Run 1, routing congestion:
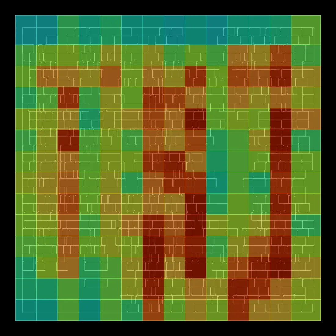
Run 1, cell density map:
The die is cut into 10 by 10 equal tiles; dark blue is low, red is high, 0 to 100% covered.
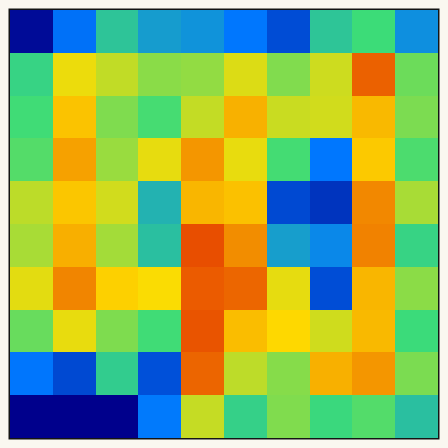
Run 1, clock network drawn from the DEF:
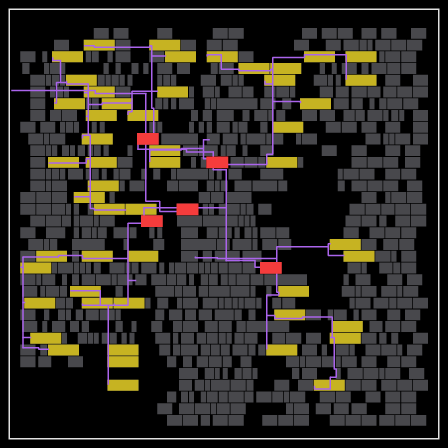
Design bob_except_scan_flat, sky130hd; sources not shown.
==> results.txt, run 1 <==
run results: outcome complete, no violations, ys flops approximately 51, Tmin final 6.348 ns, CP most frequent cell ha_1, Avg Vias per Cell 5.775, CP Class primary input to register, met2 WL post-DR ~6600 µm, Top FF cell, synth dfxtp_1, fill cell count 747, largest net degree at the start of global routing 51, top layer in use met4, Largest stage delay, worst path 0.54 ns, Logic area 0.002615 mm², Slowest cell on crit path a2111oi_1, Net Sw Power ~0.21 mW, synth warn 0, IO Count 183, Signal inverters 11, Buf+Inv Stages, Crit Path 3, post-synth top area cell dfxtp_1, Post-DP HPWL 10400 µm, CTS tree done, area share, top type 26.79%, Clock Tree Root clkbuf_8, WP data required 7.04 ns, crit-path leading delay family AND-OR/OR-AND gates, DR vias 4389, Clock buf/inv share approximately 1.7%, final instance area ~0.0058 mm², flip-flops with a built-in enable 0, startpoint types primary input, layout cells sized above 1 5.828%, Non-clock buffer share 32.26%, HP Class register to register, dpl cells around 750, Post-Synth XOR/XNOR Area 9.422%, Critical Path Stages 26, Clock Pin Slew Worst Setup and Hold Paths ~0.11 ns, fraction of area in registers 17.69%, part of the power in registers 44.0%, combinational power 0.210 mW, clkbuf count 5, Final Setup Violations 0, Tcrit/Tclk final 93.35%, CP endpoint kind register
## Picture notes: 'routing congestion'
met1 global-route usage: 29.51%
GR Layer Usage met3: 6.606%
GRT busiest layer: met2
overall routing resource usage: 26.44%

## Picture notes: 'cell density map'
fullest tile: 91%
tiles over 75% full: 27%
mean over tiles: 57%
nearly empty tiles: 3.0%
emptiest ninth of the die: south-west
core area: 0.008763 mm²
fp util: 43.49%
Final Util: 65.85%

## Picture notes: 'clock network drawn from the DEF'
[red] cells driving clock nets | count: 5
[yellow] flip-flops | count: 51
[purple] clock wires | length: 634 µm
routed clock nets: 6
flops lie: all over the die
final setup skew: 0.008708 ns
clock power share: 26.5%
Clk. pwr: 0.189 mW
Late-Pin Clk Latency: 0.31 ns

Run 1, signal wires by layer:
The bar under the picture is 20 µm long.
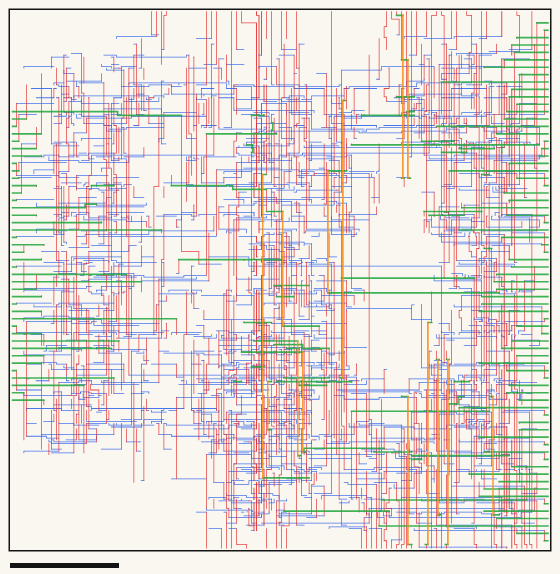

==> run 1 -> run 2 <==
--- a/config.mk
+++ b/config.mk
@@ -6,11 +6,13 @@
 export NUM_CORES = 1
 export LEC_CHECK = 0
 export CORE_MARGIN = 2
-export CORE_UTILIZATION = 42
+export CORE_UTILIZATION = 47
 export CTS_CLUSTER_DIAMETER = 30
 export DETAILED_ROUTE_END_ITERATION = 8
+export DONT_BUFFER_PORTS = 1
 export GPL_ROUTABILITY_DRIVEN = 0
-export PLACE_DENSITY = 0.88
+export MAX_ROUTING_LAYER = met4
+export PLACE_DENSITY = 0.68
 export REMOVE_ABC_BUFFERS = 1
 export SLEW_MARGIN = 10
 export SYNTH_ARGS = -nofsm -noshare
Run 2, signal wires by layer:
The bar under the picture is 20 µm long.
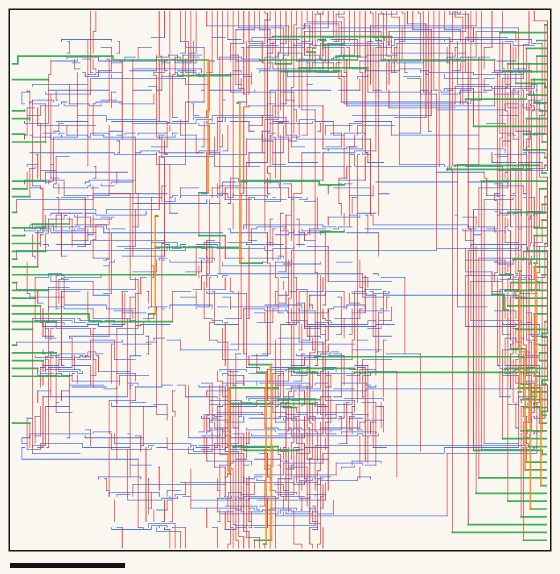
| colour | layer | wire length |
|---|---|---|
| red | met2 | 5720 µm |
| orange | met4 | 249 µm |
| green | met3 | 847 µm |
| blue | met1 | 4580 µm |
DR vias: 3606
Avg WL per Cell: 19.99 µm

==> results.txt, run 2 <==
run results: ys flops just over 50, Clk. pwr around 0.18 mW, clock power share a little under a third, overall routing resource usage 24.83%, CP Class primary input to register, Critical Path Stages 25, Slowest cell on crit path a2111oi_1, GRT busiest layer met2, layout cells sized above 1 7.692%, Post-DP HPWL 8609 µm, largest net degree at the start of global routing about 52, Tmin final ~5.9 ns, area share, top type 26.79%, Final Setup Violations 0, Avg Vias per Cell 6.326, Non-clock buffer share 0.7634%, CP endpoint kind register, met2 WL post-DR around 5700 µm, Late-Pin Clk Latency 0.31 ns, GR Layer Usage met3 under 10%, Final Util 50.38%, Clock Tree Root clkbuf_8, Clock Pin Slew Worst Setup and Hold Paths around 0.10 ns, fill cell count 747, crit-path leading delay family adder cells, core area 0.007807 mm², Logic area 0.002620 mm², clkbuf count 5, dpl cells 562, flip-flops with a built-in enable 0, final instance area 0.003934 mm², part of the power in registers 53.2%, combinational power 0.0970 mW, CP most frequent cell ha_1, Tcrit/Tclk final 86.11%, top layer in use met4, fp util 48.81%, outcome complete, no violations, IO Count ~180, CTS tree done, HP Class register to register, synth warn 0, Largest stage delay, worst path 0.45 ns, WP data required 7.04 ns
Run 2, gate families picked out:
The bar under the picture is 20 µm long.
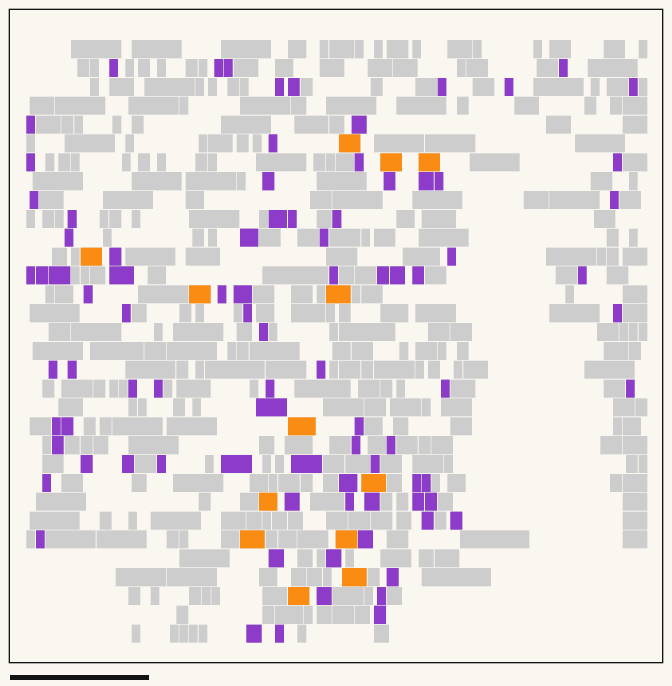

==> run 2 -> run 3 <==
--- a/config.mk
+++ b/config.mk
@@ -6,14 +6,15 @@
 export NUM_CORES = 1
 export LEC_CHECK = 0
 export CORE_MARGIN = 2
-export CORE_UTILIZATION = 47
+export CORE_UTILIZATION = 60
 export CTS_CLUSTER_DIAMETER = 30
 export DETAILED_ROUTE_END_ITERATION = 8
 export DONT_BUFFER_PORTS = 1
 export GPL_ROUTABILITY_DRIVEN = 0
 export MAX_ROUTING_LAYER = met4
-export PLACE_DENSITY = 0.68
+export PLACE_DENSITY = 0.82
 export REMOVE_ABC_BUFFERS = 1
+export SETUP_SLACK_MARGIN = 0.2
 export SLEW_MARGIN = 10
 export SYNTH_ARGS = -nofsm -noshare
 export SYNTH_HDL_FRONTEND = slang
Run 3, gate families picked out:
The bar under the picture is 20 µm long.
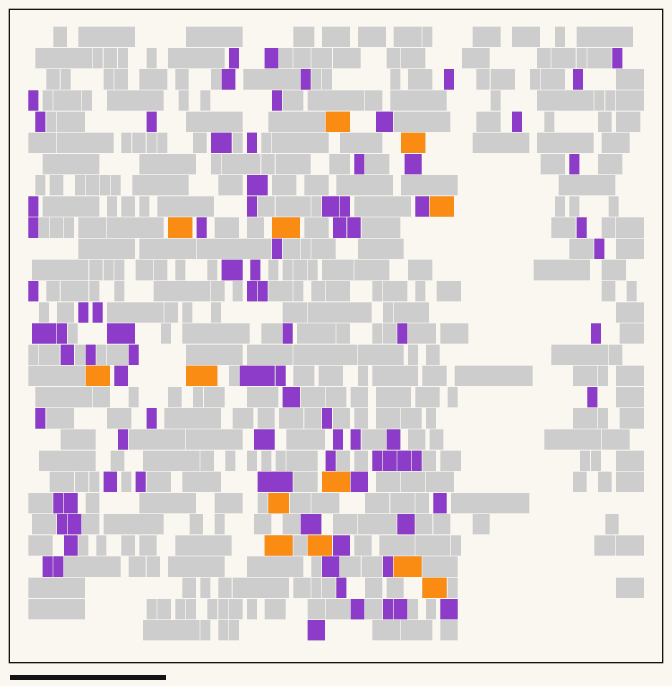
| colour | family | cells |
|---|---|---|
| orange | AND-OR and OR-AND gates | 13 |
| purple | NOR gates | 88 |
Cell Count, Final, Fillers Out: 545
Top cell excl fill/tap: nand2_1
combinational fraction of the cell area: 67.05%

==> results.txt, run 3 <==
run results: crit-path leading delay family adder cells, combinational power 0.0975 mW, Post-DP HPWL 8028 µm, GRT busiest layer met2, CP most frequent cell ha_1, Post-Synth XOR/XNOR Area 9.422%, Final Setup Violations 0, Clock Pin Slew Worst Setup and Hold Paths approximately 0.11 ns, Avg WL per Cell between 15 and 20 µm, layout cells sized above 1 7.479%, DR vias 3656, WP data required 7.06 ns, outcome complete, no violations, largest net degree at the start of global routing about 52, Clk. pwr 0.190 mW, flip-flops with a built-in enable 0, post-synth top area cell dfxtp_1, met1 global-route usage 32.07%, Logic area 0.002615 mm², met2 WL post-DR 5195 µm, Avg Vias per Cell between 6 and 7, part of the power in registers 52.7%, Late-Pin Clk Latency approximately 0.32 ns, ys flops 51, top layer in use met4, Tmin final 5.968 ns, Top FF cell, synth dfxtp_1, Net Sw Power 0.1836 mW, Non-clock buffer share less than 1%, clock power share 31.3%
No activity file was given, so power comes from the tool's default toggle rates.
